File: src/rtl/spawn_sched.sv
// Spawn scheduler: counts frame ticks between spawns, draws a legal non-repeating lane
// from the RNG word and presents it on a valid/ready handshake with a ramping interval.
module spawn_sched #(
   parameter int NUM_LANES     = 20,
   parameter int INTERVAL_INIT = 30,
   parameter int MIN_INTERVAL  = 8,
   parameter int STEP          = 1,
   parameter int MAX_RETRY     = 4
) (
   input  logic       clk,
   input  logic       rst_n,
   input  logic       enable,
   input  logic       frame_tick,
   input  logic [4:0] rng_data,
   input  logic       spawn_ready,
   output logic       spawn_valid,
   output logic [4:0] spawn_lane,
   output logic [7:0] spawn_count,
   output logic [7:0] cur_interval
);

   localparam logic [5:0] LANES_C    = 6'(NUM_LANES);
   localparam logic [7:0] INIT_C     = 8'(INTERVAL_INIT);
   localparam logic [7:0] MIN_C      = 8'(MIN_INTERVAL);
   localparam logic [7:0] STEP_C     = 8'(STEP);
   localparam logic [8:0] FLOOR_C    = 9'(MIN_INTERVAL + STEP);
   localparam logic [7:0] LAST_TRY_C = 8'(MAX_RETRY - 1);

   typedef enum logic [1:0] {
      ST_IDLE  = 2'd0,
      ST_WAIT  = 2'd1,
      ST_DRAW  = 2'd2,
      ST_ISSUE = 2'd3
   } state_t;

   state_t     state_r, state_s;
   logic [7:0] timer_r, timer_s;
   logic [7:0] retry_r, retry_s;
   logic       has_last_r, has_last_s;
   logic [4:0] last_lane_r, last_lane_s;
   logic       valid_r, valid_s;
   logic [4:0] lane_r, lane_s;
   logic [7:0] count_r, count_s;
   logic [7:0] interval_r, interval_s;
   logic       draw_legal_s;
   logic       handshake_s;
   logic [7:0] ramped_s;

   // Lane used when every retry failed: step past the previous lane so it never repeats.
   function automatic logic [4:0] fallback_lane(input logic has_last, input logic [4:0] last);
      logic [5:0] inc;
      inc = {1'b0, last} + 6'd1;
      if (!has_last) begin
         fallback_lane = 5'd0;
      end else if (inc >= LANES_C) begin
         fallback_lane = 5'd0;
      end else begin
         fallback_lane = inc[4:0];
      end
   endfunction

   // Compare before subtracting so the interval can never wrap below the floor.
   function automatic logic [7:0] ramp_down(input logic [7:0] cur);
      if ({1'b0, cur} >= FLOOR_C) begin
         ramp_down = cur - STEP_C;
      end else begin
         ramp_down = MIN_C;
      end
   endfunction

   assign draw_legal_s = ({1'b0, rng_data} < LANES_C) &&
                         !(has_last_r && (rng_data == last_lane_r));
   assign handshake_s  = valid_r & spawn_ready;
   assign ramped_s     = ramp_down(interval_r);

   // Next-state and next-register logic for the scheduler FSM.
   always_comb begin
      state_s     = state_r;
      timer_s     = timer_r;
      retry_s     = retry_r;
      has_last_s  = has_last_r;
      last_lane_s = last_lane_r;
      lane_s      = lane_r;
      count_s     = count_r;
      interval_s  = interval_r;
      case (state_r)
         ST_IDLE: begin
            if (enable) begin
               state_s = ST_WAIT;
               timer_s = interval_r;
            end else begin
               state_s = ST_IDLE;
            end
         end
         ST_WAIT: begin
            if (!enable) begin
               state_s = ST_IDLE;
            end else if (frame_tick) begin
               if (timer_r > 8'd1) begin
                  timer_s = timer_r - 8'd1;
               end else begin
                  state_s = ST_DRAW;
                  retry_s = 8'd0;
               end
            end else begin
               state_s = ST_WAIT;
            end
         end
         ST_DRAW: begin
            if (draw_legal_s) begin
               lane_s  = rng_data;
               state_s = ST_ISSUE;
            end else if (retry_r < LAST_TRY_C) begin
               retry_s = retry_r + 8'd1;
            end else begin
               lane_s  = fallback_lane(has_last_r, last_lane_r);
               state_s = ST_ISSUE;
            end
         end
         ST_ISSUE: begin
            if (handshake_s) begin
               last_lane_s = lane_r;
               has_last_s  = 1'b1;
               count_s     = (count_r == 8'hFF) ? count_r : (count_r + 8'd1);
               interval_s  = ramped_s;
               if (enable) begin
                  state_s = ST_WAIT;
                  timer_s = ramped_s;
               end else begin
                  state_s = ST_IDLE;
               end
            end else begin
               state_s = ST_ISSUE;
            end
         end
         default: begin
            state_s = ST_IDLE;
         end
      endcase
      valid_s = (state_s == ST_ISSUE);
   end

   // State and output registers; reset drops any pending request.
   always_ff @(posedge clk or posedge rst_n) begin
      if (rst_n) begin
         state_r     <= ST_IDLE;
         timer_r     <= 8'd0;
         retry_r     <= 8'd0;
         has_last_r  <= 1'b0;
         last_lane_r <= 5'd0;
         valid_r     <= 1'b0;
         lane_r      <= 5'd0;
         count_r     <= 8'd0;
         interval_r  <= INIT_C;
      end else begin
         state_r     <= state_s;
         timer_r     <= timer_s;
         retry_r     <= retry_s;
         has_last_r  <= has_last_s;
         last_lane_r <= last_lane_s;
         valid_r     <= valid_s;
         lane_r      <= lane_s;
         count_r     <= count_s;
         interval_r  <= interval_s;
      end
   end

   assign spawn_valid  = valid_r;
   assign spawn_lane   = lane_r;
   assign spawn_count  = count_r;
   assign cur_interval = interval_r;

endmodule

File: config.mk
export PLATFORM = sky130hd
export DESIGN_NAME = spawn_sched
export DESIGN_NICKNAME = d
export VERILOG_FILES = /design/src/rtl/spawn_sched.sv
export SDC_FILE = /design/constraint.sdc
export NUM_CORES = 1
export LEC_CHECK = 0
export CORE_ASPECT_RATIO = 1.2
export CORE_MARGIN = 2
export CORE_UTILIZATION = 60
export CTS_CLUSTER_DIAMETER = 120
export DETAILED_ROUTE_END_ITERATION = 10
export PLACE_DENSITY = 0.85
export SLEW_MARGIN = 20
export SYNTH_ARGS = -nofsm -noshare
export SYNTH_HDL_FRONTEND = slang
export SYNTH_SLANG_ARGS = --single-unit
File: constraint.sdc
create_clock -name clk -period 5.95 [get_ports clk]
set_clock_uncertainty 0.05 [all_clocks]
set_input_delay 1.785 -clock clk [delete_from_list [all_inputs] [get_ports clk]]
set_output_delay 1.785 -clock clk [all_outputs]
set_load 0.02 [all_outputs]
==> Changelog: implementation <==
### Physical design

* Sequential cell area share at 0.3693
* Gate Area at between 0.001 and 0.0015 mm^2
* Aoi share at 0.1940
* Slowest stage delay, CP at 480 ps
* Synth Seq Share at 0.4268
* Post-CTS sizing at 0
* Initial DRC Count at around 230
* Hold buffer count at CTS at 0
* Netlist cell types at roughly 65
* Multi-In Gates at 198
* Register bit total from synthesis at 46
* Switching Share at 0.4086
* Post-Syn Nets at about 290
* XORs/XNORs by Area at 0.05450
* Vias in the first global route at between 2k and 2.5k
* Routed length on met3 at between 150 and 200 um
* Slew margin rel. at 0.5474
* Post-CTS setup buffer count at 0
* Placed cell count at roughly 350
* Wire length per cell at roughly 16 um
* Area leader, netlist: dfrtp_1
* Flop area at between 0.001 and 0.0015 mm^2
* Top cells by count, synth: dfrtp_1, nand2_1, o21ai_0
* Number of CTS-inserted buffers at 5
* Number of port buffers at 31
* Non-clk bufs at 32
* CP max stage cell: clkdlybuf4s50_1
* Ant. Diodes at 0
* DR vias/cell at ~6.2
* WP buf/inv at 1
* Pre-CTS WS at about 2200 ps
* Mapped Cells at approximately 270
* Outcome: completed
* Req. time, crit path at a little over 6000 ps
* Sequential Power Share at 0.438
* YS chip area at about 0.0027 mm^2
* Combinational cell power at ~0.49 mW
* Worst Hold Slack at 446.1 ps
* Worst-case reg-to-reg path depth at 5
* DP Area at between 0.003 and 0.004 mm^2
* GRT Util Overall at 0.2552
* Sequential power at 0.527 mW
* DRC at 0
* Internal power at 0.7121 mW
* Top area cell types: dfrtp_1, dfstp_2, ha_1
* Cell Area, Synth at about 0.0027 mm^2
* Total die size at around 0.0051 mm^2
* Die Span Y at between 70 and 80 um
* DPL Wire Length at roughly 4200 um
* Clock buffer depth at 2
final timing paths:
| check | from | endpoint | slack [ps] |
|---|---|---|---|
| min in group asynchronous | rst_n | timer_r[6]$_DFFE_PP0P_ | 1890 |
| setup / recovery | rng_data[2] | spawn_lane[1]$_DFFE_PP0P_ | 2520 |
| max in group asynchronous | rst_n | spawn_lane[3]$_DFFE_PP0P_ | 3570 |
| setup reg to reg | state_r[0]$_DFF_PP0_ | timer_r[3]$_DFFE_PP0P_ | 3610 |
| hold reg to reg | retry_r[5]$_DFFE_PP0P_ | retry_r[5]$_DFFE_PP0P_ | 450 |
| hold / removal | retry_r[5]$_DFFE_PP0P_ | retry_r[5]$_DFFE_PP0P_ | 450 |
Fig. 1: signal wires by layer
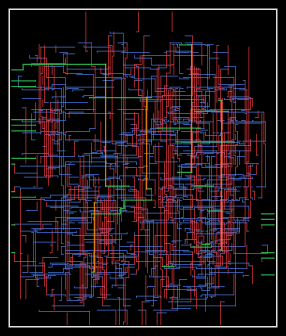
Blue marks met1, wire length 2,410 um. Green marks met3, wire length 184 um. Orange marks met4, wire length 137 um. Red marks met2, wire length 3,080 um.

Fig. 2: gate families picked out
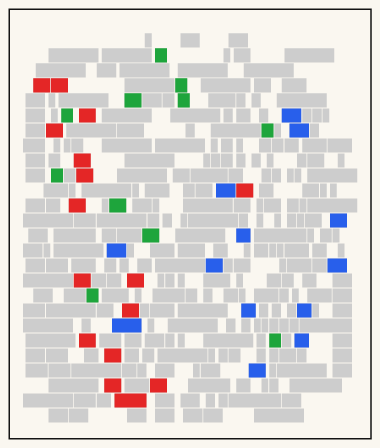
Blue marks AND-OR and OR-AND gates, cells 13. Green marks AND and OR gates, cells 11. Red marks XOR/XNOR gates, cells 16, most used xnor2_1.
most frequent logic cell in the layout: dfrtp_1
Final Instance Count excl. Fillers: 354
combinational share of cell area: 0.4624

Fig. 3: placement density heat map
7 x 8 tiles, from white (low) to dark blue (high), 0 to 100% covered.
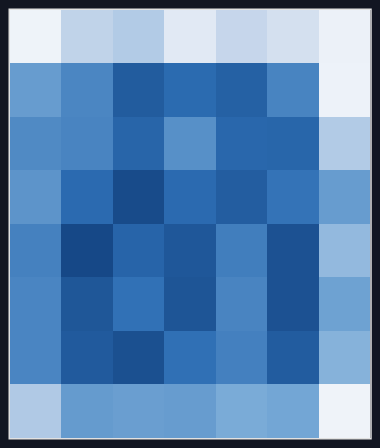
36% of the tiles are over 75% full. The fullest tile reaches 90%. The emptiest ninth of the die: north-east. The mean over all tiles is 60%.
area of the core: 0.004294 mm^2
FP Core Util: 0.6308
Util after Layout: 0.7290

Power is estimated from default activity; no workload was simulated.
